Design mult_seq_32b, sky130hd; sources not shown.
Fig. 1: sequential cells colored by netlist name
Other sequential cells in the stronger gray, the rest of the logic in the fainter gray.
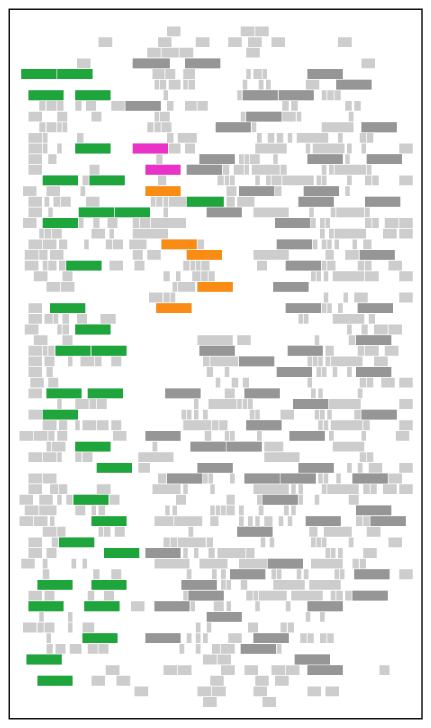
- `cnt`: orange (placed flops 5)
- `state`: magenta (placed flops 2)
- `lo`: green (placed flops 32; where a vertical strip on the left)
- not colored: 67
Seq/total area: 36.9%
register area: 2660 sq um
Seq. pwr: 0.000509 W
Finished Core Util: 41.1%

Fig. 2: cell placement
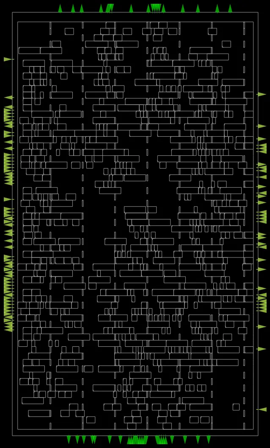
fillcell total: 1,776
registers: 106

Fig. 3: nets reached from selected ports
Scale bar: 20 microns.
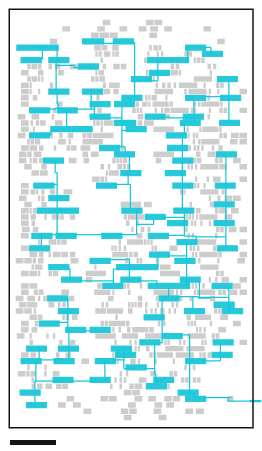
- `rst_n`: cyan (direction input; edge right; end cells 106; buffers 2; wire 980 microns)
IO Port Bufs: 134
I/O pin total: 135

Fig. 4: wiring by layer
Only two layers are drawn.
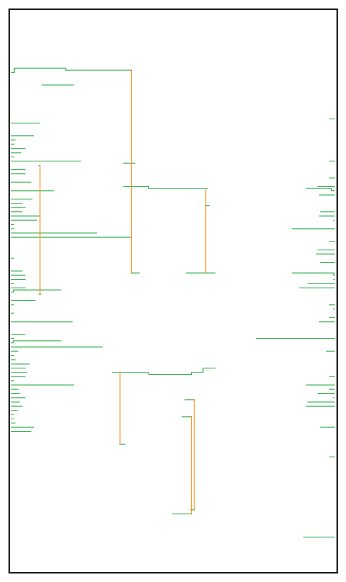
- metal 3: green (wire length 701 microns)
- metal 4: orange (wire length 224 microns)
Vias: 4,364
Total GRT Usage: 16.1%
final wirelength: 14.8 mm
DR WL/cell: 16.2 microns

Fig. 5: met2 routing
Scale bar: 20 microns.
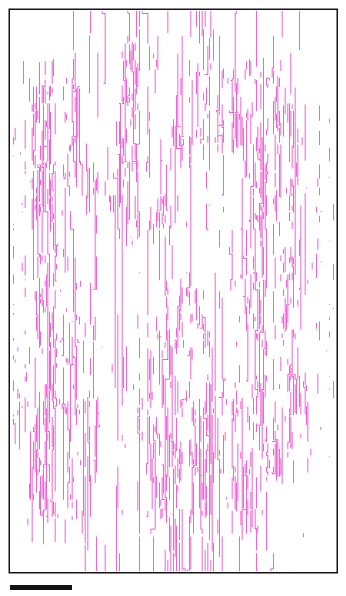
- longest straight run: 68.0 microns
- wire length on this layer: 7,800 microns
- nets with wire on the layer: 648
- main direction: vertical
- share of all routed wire: 53%
GR met2 Demand/Resource: 28.9%

==> flow_summary.json <==
{
  "top_logic_kind": "simple AND/OR/NAND/NOR gates",
  "netlist_area_sq_um": 5370,
  "syn2layout_area_growth_pct": 34.3,
  "diodes": 0,
  "die_area_sq_um": 19000,
  "cp_max_fo": 2,
  "syn_area_per_cell_sq_um": 9.56,
  "cts_buffers": 9,
  "setup_violations": 0,
  "yosys_area_sq_um": 5370,
  "lay_top_cells": "nand2_1 (166), clkdlybuf4s50_1 (133), dfrtp_1 (104), o21ai_0 (60), inv_1 (38)",
  "routabilityCongestion": 0.774,
  "compound_area_share_pct": 13.1,
  "cp_num_buf_inv": 9,
  "ys_cells": 561,
  "min_path_type": "reg2reg",
  "htreeDepth": 3,
  "warnings": 26,
  "fin_hold_ws_ps": 478,
  "crit_family": "adder cells",
  "taps": 231,
  "status": "finished, final reports clean",
  "gr-total-overflow": 0,
  "synth_flops": 106,
  "required_ps": 13280,
  "relSlewSlack_pct": 28.3,
  "slew_viol_final": 0,
  "worst_pin_slew_ps": 1080,
  "worstSetupPathType": "reg2reg",
  "layout.nets": 780,
  "drt.antenna.violating_nets": 0,
  "core_sq_um": 17500,
  "num-nonclk-buffers": 143,
  "pg_comb_w": 0.000467,
  "hpwl_mm": 10.0,
  "startpoint_type": "flip-flop",
  "fin_skew_ps": 10.0,
  "clock_area_share_pct": 3.94,
  "cpMaxStageDelayCell": "fa_1",
  "path_common_cell": "fa_2",
  "ir_drop_mv": 0.0815,
  "finalCritPeriodShare_pct": 95.5,
  "grt_pass1_vias": 4714,
  "clk_latency_ps": 340,
  "die_h_microns": 181,
  "r2r_cells": 43,
  "final-hold-violation-count": 0,
  "ctsRootBufferMaster": "clkbuf_16",
  "synth_cell_types": 36,
  "logic_gates": 380,
  "finalCriticalPeriod_ps": 12510,
  "n_clock_buffer": 13,
  "most_common_cell": "nand2_1",
  "maxPowerGroup": "sequential cells",
  "area_leaders": "dfrtp_1 (49%), nand2_1 (12%), fa_1 (12%)",
  "seq_area_frac_synth_pct": 49.5,
  "dr.first_iter.drc_count": 163,
  "layout-drive-gt1-share_pct": 8.05,
  "logic_area_sq_um": 2430,
  "p_leak_nw": 2.90,
  "min_path_cells": 2,
  "power_w": 0.00124,
  "cts_tree": "done",
  "sw_frac_of_total_pct": 35.5,
  "edf_count": 0,
  "cp.depth": 43,
  "mostFrequentLayoutCell": "nand2_1",
  "simple_gate_share_pct": 18.8,
  "yosys-top-cells-count": "nand2_1 (166), dfrtp_1 (105), o21ai_0 (60)",
  "die_w_microns": 105,
  "top_area_share_pct": 49.0,
  "fa_ha_area_share_pct": 12.3,
  "synthMuxAreaShare_pct": 0,
  "ys_sh_xor_pct": 0,
  "rows": 64,
  "p_switching_w": 0.000441,
  "p_seq_share_pct": 41.0,
  "largestClassByArea": "flip-flops and latches",
  "synth_area_leader_cell": "dfrtp_1",
  "vias_per_cell": 4.77,
  "fp_nets": 663,
  "cellPowerDensity_nw_per_um2": 172,
  "cp_slowest_stage_delay_ps": 470,
  "fp_util_pct": 30.6,
  "antenna_found_initial": 0,
  "comb_share_pct": 33.7
}
-- through the flow --
step | setup WS [ps] | instances | area [sq um]
final | 590 | 914 | 7200
after global routing | -0.105 | 914 | 7200
after CTS | -380 | 914 | 7170
after detailed placement | -302 | 898 | 6880
after global placement | -268 | 898 | 6880
after floorplan | 23.5 | 561 | 5380
-- worst reg2reg max path: cells and delay by family, from the launching register on --
kind,cells,cell delay [ps]
adders and majority gates,32,11220
buffers and inverters,9,570
DFF,1,360
and+or+nand+nor,1,120
AOI/OAI and AO/OA,1,80
-- metal layers --
layer,wire length [microns],GRT usage (%),vias up
met2,7800,28.9,110
met3,701,3.46,13
met5,0,0,-
li1,-,-,2097
met4,223,4.91,0
met1,6040,19.2,2144
No activity file was given, so power comes from the tool's default toggle rates.
